**src/rtl/eth_hdr_pkg.sv**
```systemverilog
// Shared Ethernet/IPv4/ARP/L4 header layout for the reply-header datapath.
// Byte offsets count from the first byte on the wire, which sits in the top byte of the header bus.
package eth_hdr_pkg;

  localparam int HEAD_BYTES = 42;
  localparam int HEAD_W     = HEAD_BYTES * 8;

  typedef enum logic [1:0] {
    PROTO_NONE = 2'd0,
    PROTO_ARP  = 2'd1,
    PROTO_ICMP = 2'd2,
    PROTO_UDP  = 2'd3
  } proto_e;

  localparam int ETH_DST_OFF  = 0;
  localparam int ETH_SRC_OFF  = 6;
  localparam int ETH_TYPE_OFF = 12;

  localparam int IP_OFF      = 14;
  localparam int IP_WORDS    = 10;
  localparam int IP_TTL_OFF  = 22;
  localparam int IP_CSUM_OFF = 24;
  localparam int IP_SRC_OFF  = 26;
  localparam int IP_DST_OFF  = 30;

  localparam int ARP_OPER_OFF = 20;
  localparam int ARP_SHA_OFF  = 22;
  localparam int ARP_SPA_OFF  = 28;
  localparam int ARP_THA_OFF  = 32;
  localparam int ARP_TPA_OFF  = 38;

  localparam int UDP_SPORT_OFF = 34;
  localparam int UDP_DPORT_OFF = 36;
  localparam int UDP_LEN_OFF   = 38;
  localparam int UDP_CSUM_OFF  = 40;

  localparam int ICMP_TYPE_OFF = 34;
  localparam int ICMP_CODE_OFF = 35;
  localparam int ICMP_CSUM_OFF = 36;

  localparam logic [15:0] OPER_REPLY           = 16'h0002;
  localparam logic [7:0]  ICMP_TYPE_ECHO_REPLY = 8'h00;
  // Echo request (type 8) -> reply (type 0) changes the type/code word by 0x0800.
  localparam logic [15:0] ICMP_ECHO_CSUM_DELTA = 16'h0800;

  // Bus bit index of the most significant bit of the byte at offset off.
  function automatic int hi(input int off);
    return HEAD_W - 1 - 8 * off;
  endfunction

  function automatic logic [15:0] ones_add16(input logic [15:0] a, input logic [15:0] b);
    logic [16:0] s;
    s = {1'b0, a} + {1'b0, b};
    return s[15:0] + {15'd0, s[16]};
  endfunction

endpackage

```
**src/rtl/eth_csum16_acc.sv**
```systemverilog
// Serial ones-complement checksum accumulator: clear, add one 16-bit word per cycle, fold to a 16-bit checksum.
// Twenty bits of headroom let up to sixteen full-scale words accumulate before folding.
module eth_csum16_acc (
  input  logic        i_clk,
  input  logic        i_reset,
  input  logic        i_clear,
  input  logic        i_add,
  input  logic [15:0] i_word,
  output logic [15:0] o_csum
);

  logic [19:0] acc_q;
  logic [16:0] fold1;
  logic [15:0] fold2;

  always_ff @(posedge i_clk) begin
    if (i_reset || i_clear) begin
      acc_q <= '0;
    end else if (i_add) begin
      acc_q <= acc_q + {4'd0, i_word};
    end
  end

  // The second fold cannot carry: a first-fold carry leaves at most 0x000E in the low half.
  always_comb begin
    fold1  = {1'b0, acc_q[15:0]} + {13'd0, acc_q[19:16]};
    fold2  = fold1[15:0] + {15'd0, fold1[16]};
    o_csum = ~fold2;
  end

endmodule

```
**src/rtl/ethernet_reply_head_engine.sv**
```systemverilog
// Builds ARP, ICMP-echo and UDP reply headers from a received 42-byte header,
// then fills in the IPv4 header checksum serially before presenting the reply.
module ethernet_reply_head_engine
  import eth_hdr_pkg::*;
#(
  parameter logic [47:0] FPGA_MAC     = 48'h211abcdef112,
  parameter logic [31:0] FPGA_IP      = 32'hC0000186,
  parameter logic [15:0] UDP_PORT_DST = 16'h0000,
  parameter logic [7:0]  REPLY_TTL    = 8'h40
) (
  input  logic              i_clk,
  input  logic              i_reset,
  input  logic              i_head_valid,
  output logic              o_head_ready,
  input  logic [HEAD_W-1:0] i_head,
  input  logic [1:0]        i_proto,
  output logic              o_reply_valid,
  input  logic              i_reply_ready,
  output logic [HEAD_W-1:0] o_reply_head,
  output logic [1:0]        o_reply_proto,
  output logic [15:0]       o_drop_cnt
);

  typedef enum logic [2:0] {
    S_IDLE,
    S_LOAD,
    S_CSUM,
    S_FOLD,
    S_OUT
  } state_e;

  state_e            state_q, state_d;
  logic [HEAD_W-1:0] head_q, load_head;
  proto_e            proto_q;
  logic [3:0]        word_idx_q;
  logic [15:0]       drop_cnt_q;
  logic [15:0]       csum_word;
  logic [15:0]       ip_csum;
  logic              accept;

  assign accept        = i_head_valid && (state_q == S_IDLE);
  assign o_head_ready  = (state_q == S_IDLE);
  assign o_reply_valid = (state_q == S_OUT);
  assign o_reply_head  = head_q;
  assign o_reply_proto = proto_q;
  assign o_drop_cnt    = drop_cnt_q;

  // NOTE: every always_comb output gets a default first so no path leaves it unassigned (no latch).
  always_comb begin
    state_d = state_q;
    case (state_q)
      S_IDLE: if (accept && proto_e'(i_proto) != PROTO_NONE) state_d = S_LOAD;
      S_LOAD: state_d = (proto_q == PROTO_ARP) ? S_OUT : S_CSUM;
      S_CSUM: if (word_idx_q == 4'(IP_WORDS - 1)) state_d = S_FOLD;
      S_FOLD: state_d = S_OUT;
      S_OUT:  if (i_reply_ready) state_d = S_IDLE;
      default: state_d = S_IDLE;
    endcase
  end

  // Field rewrites applied to the captured request in the single LOAD cycle.
  always_comb begin
    load_head = head_q;
    load_head[hi(ETH_DST_OFF) -: 48] = head_q[hi(ETH_SRC_OFF) -: 48];
    load_head[hi(ETH_SRC_OFF) -: 48] = FPGA_MAC;
    if (proto_q == PROTO_ARP) begin
      load_head[hi(ARP_OPER_OFF) -: 16] = OPER_REPLY;
      load_head[hi(ARP_SHA_OFF)  -: 48] = FPGA_MAC;
      load_head[hi(ARP_SPA_OFF)  -: 32] = FPGA_IP;
      load_head[hi(ARP_THA_OFF)  -: 48] = head_q[hi(ARP_SHA_OFF) -: 48];
      load_head[hi(ARP_TPA_OFF)  -: 32] = head_q[hi(ARP_SPA_OFF) -: 32];
    end else begin
      load_head[hi(IP_TTL_OFF)  -: 8]  = REPLY_TTL;
      load_head[hi(IP_CSUM_OFF) -: 16] = 16'h0000;
      load_head[hi(IP_SRC_OFF)  -: 32] = head_q[hi(IP_DST_OFF) -: 32];
      load_head[hi(IP_DST_OFF)  -: 32] = head_q[hi(IP_SRC_OFF) -: 32];
      if (proto_q == PROTO_ICMP) begin
        load_head[hi(ICMP_TYPE_OFF) -: 8]  = ICMP_TYPE_ECHO_REPLY;
        load_head[hi(ICMP_CSUM_OFF) -: 16] =
          ones_add16(head_q[hi(ICMP_CSUM_OFF) -: 16], ICMP_ECHO_CSUM_DELTA);
      end else begin
        load_head[hi(UDP_SPORT_OFF) -: 16] = head_q[hi(UDP_DPORT_OFF) -: 16];
        load_head[hi(UDP_DPORT_OFF) -: 16] = UDP_PORT_DST;
        load_head[hi(UDP_CSUM_OFF)  -: 16] = 16'h0000;
      end
    end
  end

  always_comb begin
    csum_word = '0;
    for (int i = 0; i < IP_WORDS; i++) begin
      if (word_idx_q == 4'(i)) csum_word = head_q[hi(IP_OFF) - 16 * i -: 16];
    end
  end

  eth_csum16_acc u_csum (
    .i_clk   (i_clk),
    .i_reset (i_reset),
    .i_clear (state_q == S_LOAD),
    .i_add   (state_q == S_CSUM),
    .i_word  (csum_word),
    .o_csum  (ip_csum)
  );

  // NOTE: state uses non-blocking assignments so every register samples pre-edge values.
  // NOTE: the header register is reset too, because it drives o_reply_head directly.
  always_ff @(posedge i_clk) begin
    if (i_reset) begin
      state_q    <= S_IDLE;
      head_q     <= '0;
      proto_q    <= PROTO_NONE;
      word_idx_q <= '0;
      drop_cnt_q <= '0;
    end else begin
      state_q <= state_d;
      case (state_q)
        S_IDLE: begin
          if (accept) begin
            if (proto_e'(i_proto) == PROTO_NONE) begin
              if (drop_cnt_q != 16'hFFFF) drop_cnt_q <= drop_cnt_q + 16'd1;
            end else begin
              head_q  <= i_head;
              proto_q <= proto_e'(i_proto);
            end
          end
        end
        S_LOAD: begin
          head_q     <= load_head;
          word_idx_q <= '0;
        end
        S_CSUM: word_idx_q <= word_idx_q + 4'd1;
        S_FOLD: head_q[hi(IP_CSUM_OFF) -: 16] <= ip_csum;
        default: ;
      endcase
    end
  end

endmodule
```
**config.mk**
```make
export PLATFORM = sky130hd
export DESIGN_NAME = ethernet_reply_head_engine
export DESIGN_NICKNAME = d
export VERILOG_FILES = /design/src/rtl/eth_hdr_pkg.sv /design/src/rtl/eth_csum16_acc.sv /design/src/rtl/ethernet_reply_head_engine.sv
export SDC_FILE = /design/constraint.sdc
export NUM_CORES = 1
export LEC_CHECK = 0
export CORE_AREA = 3 3 267 269
export CTS_CLUSTER_DIAMETER = 150
export DETAILED_ROUTE_END_ITERATION = 16
export DIE_AREA = 0 0 270 272
export SLEW_MARGIN = 10
export SYNTH_ARGS = -nofsm -noshare
export SYNTH_HDL_FRONTEND = slang
export SYNTH_SLANG_ARGS = --single-unit
```
**constraint.sdc**
```tcl
create_clock -name i_clk -period 3.7 [get_ports i_clk]
set_input_delay 0.925 -clock i_clk [delete_from_list [all_inputs] [get_ports i_clk]]
set_output_delay 0.925 -clock i_clk [all_outputs]
set_load 0.005 [all_outputs]
```
Figure 1. M2 wires (run 1).
The bar under the picture is 100 um long.
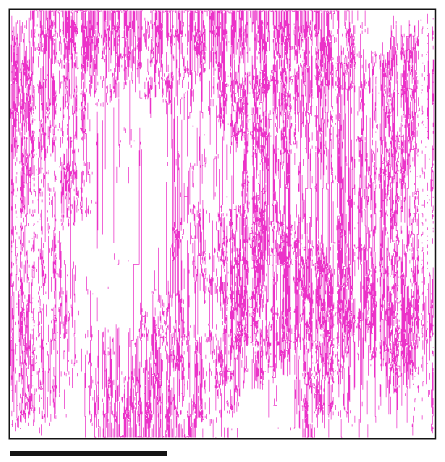
2,873 nets have wire on it. The wires run mostly vertical. The layer carries 49.8 mm of wire.
Via Count: 21,886
routed wire length: 108,600 um
met2 Use GR: 0.4561

Figure 2. Port wiring (run 1).
The bar under the picture is 100 um long.
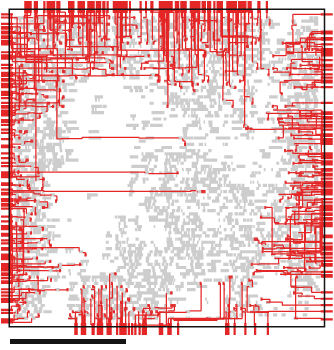
Red stands for `i_head`, bits 336, direction input, edge 108 north, 99 west, 88 east, 41 south, end cells 336, wire 13,900 um.

==> reports/metrics.csv, run 1 <==
metric;value;unit
routed length on met1;46750;um
worst skew pair latency;0.59;ns
Crit path largest cell delay;0.38;ns
max_cap viols;0;
Setup crit end kind;flop;
logic area;0.01064;mm2
global-route wire length before repair;152900;um
postcts setup bufs;3;
hold path endpoint;o_reply_head[239];
GRT busiest layer;met2;
Fin Clk Skew;0.03156;ns
Syn Area/Cell;7.600;um2
Startpoint Class;flop;
Unique cell types;74;
clock buffers;64;
CTS Buf Count;47;
Logic Gate Count;1847;
Comb/total area;0.3568;
Post-DP HPWL;82920;um
M1 GR Usage;0.3660;
CTS resizes;33;
Seq share, synth;0.4088;
Design Area, Final;0.02981;mm2
# setup viols final;2;
crit path setup slack, layout;-0.03571;ns
most frequent cell after synthesis;nand2_1;
CP top delay family;AND-OR/OR-AND gates;
failing checks;setup timing;
Synth Flop Type;dfxtp_1;
status;finished with violations;
Reg power frac;0.387;
Yosys top cell by area;dfxtp_1;
Tmin final;3.736;ns
met2 wire len;49760;um
Plain + repair buffers;897;
initial antenna violation count;8;
Top cells excl fill/tap;clkdlybuf4s50_1, nand2_1, dfxtp_1;
H-Tree Depth;2;
switching share of power;0.3107;
Synth top area share;0.4088;
die footprint;0.07344;mm2
Figure 3. Cell outlines without signal wires (run 1).
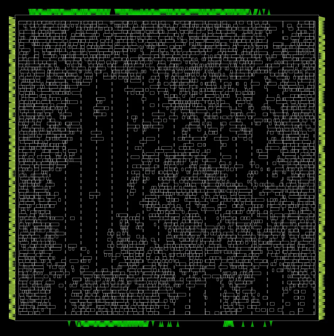
Well Taps: 931
sequential portion of the cell area: 0.2561

Figure 4. Sequential cells grouped by signal name (run 1).
Other sequential cells in the stronger gray, the rest of the logic in the fainter gray.
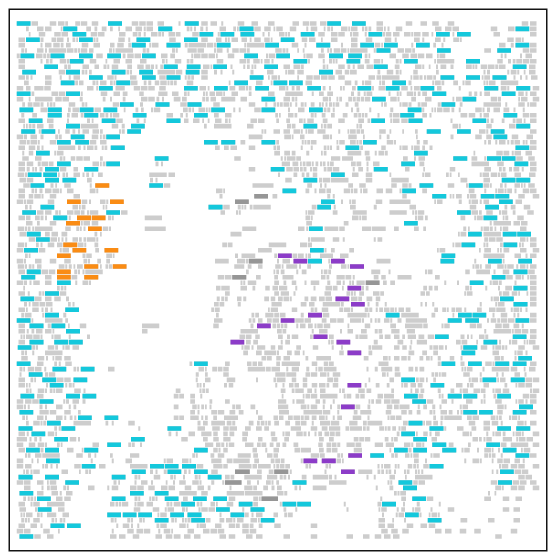
Purple stands for `u_csum.acc_q`, sequential cells 20. Orange stands for `o_drop_cnt`, sequential cells 16, where west. Cyan stands for `o_reply_head`, sequential cells 336, where all over the die.
Another 9 sequential cells are not colored.

==> run 2, diff against run 1 <==
- ABC_AREA: default -> 1
Figure 5. Routed metal, one color a layer (run 2).
Two of the layers only.
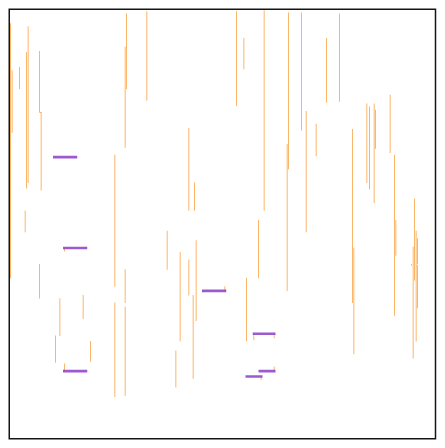
Purple stands for metal 5, wire length 86.5 um. Orange stands for metal 4, wire length 2,820 um.

==> run 2 against run 1 <==
The run now ends clean. Worst setup slack gained 0.18 ns. Combinational power increased by 86%. Sequential power grew 19%. Sequential share of layout area grew 0.84 points. Largest cell class unchanged. Largest power group unchanged.
==> reports/metrics.csv, run 2 <==
metric;value;unit;change
sequential portion of the cell area;0.2646;;+0.008429
Top cells excl fill/tap;clkdlybuf4s50_1, nand2_1, dfxtp_1;;
Startpoint Class;flop;;
GRT busiest layer;met2;;
Synth top area share;0.4081;;-0.0006842
logic area;0.009791;mm2;-8.0%
global-route wire length before repair;147600;um;-3.4%
met2 wire len;48900;um;-1.7%
met2 Use GR;0.4484;;-0.007626
most frequent cell after synthesis;nand2_1;;
Post-DP HPWL;80670;um;-2.7%
Well Taps;931;;unchanged
# setup viols final;0;;-2
CTS resizes;3;;-91%
routed length on met1;44020;um;-5.8%
Via Count;21524;;-1.7%
Fin Clk Skew;0.02608;ns;-0.005479 ns
Yosys top cell by area;dfxtp_1;;
Design Area, Final;0.02884;mm2;-3.3%
Logic Gate Count;1829;;-0.97%
H-Tree Depth;2;;unchanged
CTS Buf Count;47;;unchanged
initial antenna violation count;26;;+18
power in combinational cells;5.47;mW;
Reg power frac;0.365;;-0.022
pre-CTS WS;-0.02484;ns;
Yosys reg bits;381;;
Seq share, synth;0.4081;;-0.0006842
Syn Area/Cell;7.329;um2;-3.6%
Unique cell types;56;;-24%
Crit path largest cell delay;0.34;ns;-0.04 ns
CP top delay family;AND-OR/OR-AND gates;;
Synth Flop Type;dfxtp_1;;
crit path setup slack, layout;0.1442;ns;+0.1799 ns
Crit. path cell count;25;;
clock buffers;66;;+3.1%
Setup crit end kind;flop;;
CTS tree;done;;
routed wire length;104900;um;-3.5%
postcts setup bufs;0;;-3
status;completed;;
worst skew pair latency;0.59;ns;about the same
Comb/total area;0.3395;;-0.01733
max_cap viols;0;;unchanged
M1 GR Usage;0.3465;;-0.01950
switching share of power;0.3616;;+0.05084
Plain + repair buffers;810;;-9.7%
hold path endpoint;o_reply_head[303];;
Figure 6. Cell outlines without signal wires (run 2).
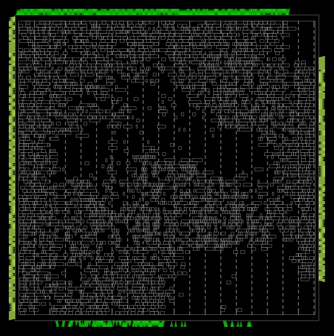
row count: 96
Filler cells: 7,077
core area: 0.06883 mm2
flop count: 381
Finished Core Util: 0.4190

==> run 3, diff against run 2 <==
==> constraint.sdc (replaced) <==
create_clock -name i_clk -period 3.7 [get_ports i_clk]
set_input_delay 0.74 -clock i_clk [delete_from_list [all_inputs] [get_ports i_clk]]
set_output_delay 0.74 -clock i_clk [all_outputs]
set_load 0.005 [all_outputs]
Figure 7. Sequential cells grouped by signal name (run 3).
Other sequential cells in the stronger gray, the rest of the logic in the fainter gray.
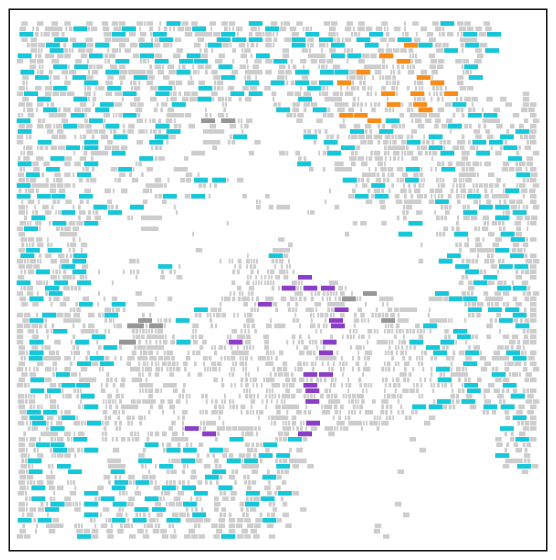
Register Area: 0.007635 mm2
Seq power: 5.87 mW
sequential portion of the cell area: 0.2658

==> run 3 against run 2 <==
Final area fell by 0.39%. Sequential power fell by 0.7%. Sequential cell count did not move. Fmax rose by 3.6%. Non-clock buffer count rose by 4.
==> reports/metrics.csv, run 3 <==
metric;value;unit;change
clock buffers;68;;+3.0%
# setup viols final;0;;unchanged
Startpoint Class;flop;;
ANT cells;8;;
M1 GR Usage;0.3523;;+0.005770
Top cells excl fill/tap;clkdlybuf4s50_1, nand2_1, dfxtp_1;;
most frequent cell after synthesis;nand2_1;;
routed wire length;106100;um;+1.1%
postcts setup bufs;0;;unchanged
Tcrit/Tclk final;0.9278;;
CTS Buf Count;47;;unchanged
Crit. path cell count;22;;-12%
Post-DP HPWL;81230;um;+0.70%
Plain + repair buffers;814;;+0.49%
crit path setup slack, layout;0.2671;ns;+0.1229 ns
CP Buf/Inv Count;3;;
row count;96;;unchanged
Yosys reg bits;381;;unchanged
core area;0.06883;mm2;unchanged
Unique cell types;56;;unchanged
Setup crit end kind;flop;;
pre-CTS WS;-0.002092;ns;+0.02275 ns
Leak;11.26;nW;
status;completed;;
fmax;291.3;MHz;
Design Area, Final;0.02872;mm2;-0.39%
GRT busiest layer;met2;;
FF-to-FF End;u_csum.acc_q[19];;
Logic Gate Count;1829;;unchanged
internal power;10.15;mW;
Yosys top cell by area;dfxtp_1;;
WP data arrival;3.90;ns;
Comb/total area;0.3419;;+0.002348
ordered list of cells on the worst path;inv_1 -> ha_2 -> nand2_4 -> clkbuf_16 -> o211ai_1 -> nand2_1 -> o21ai_2 -> nand3_1 -> nand3_1 -> nand2_1 -> o21ai_1 -> inv_1 -> ha_1 -> nand2_1 -> nor2_1 -> nand3_1 -> nand2_1 -> nand2_1 -> nand2_1 -> nand4_1 -> nand2_1 -> nor2_1;;
Reg power frac;0.367;;+0.002
hold path endpoint;o_reply_head[310];;
flop count;381;;unchanged
hold_sp;o_reply_head[310];;
initial antenna violation count;15;;-42%
Crit path largest cell delay;0.36;ns;+0.02 ns
Top pwr grp;sequential cells;;
Via Count;21607;;+0.39%
logic area;0.009819;mm2;+0.29%
placed cells;4119;;
CP top delay family;simple AND/OR/NAND/NOR gates;;
CTS resizes;1;;-2
Synth top area share;0.4081;;unchanged
Detailed Route Iter0 Violations;1802;;
met2 wire len;49540;um;+1.3%
worst skew pair latency;0.59;ns;about the same
met2 Use GR;0.4567;;+0.008301
switching share of power;0.3657;;+0.004142
Syn Area/Cell;7.329;um2;unchanged
routed length on met1;44830;um;+1.8%
max reg flops;336;;
Seq share, synth;0.4081;;unchanged
Finished Core Util;0.4173;;-0.001655
clk buf depth;3;;
H-Tree Depth;2;;unchanged
CP max-delay cell;dfxtp_4;;
final cell count without fillers;4208;;
Well Taps;931;;unchanged
Synth Flop Type;dfxtp_1;;
max_cap viols;0;;unchanged
CTS tree;done;;
Fin Clk Skew;0.02090;ns;-0.005184 ns
synthesis area per yosys;0.01869;mm2;
GRT met3 Usage;0.06977;;
global-route wire length before repair;150100;um;+1.6%
power in combinational cells;5.55;mW;+1%
Filler cells;7073;;-0.057%
Figure 8. Port wiring (run 3).
The bar under the picture is 100 um long.
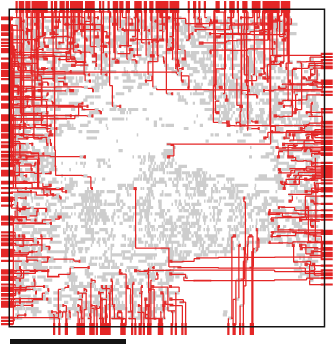
I/O Buffers: 697
I/O pin count: 698

No activity file was given, so power comes from the tool's default toggle rates.
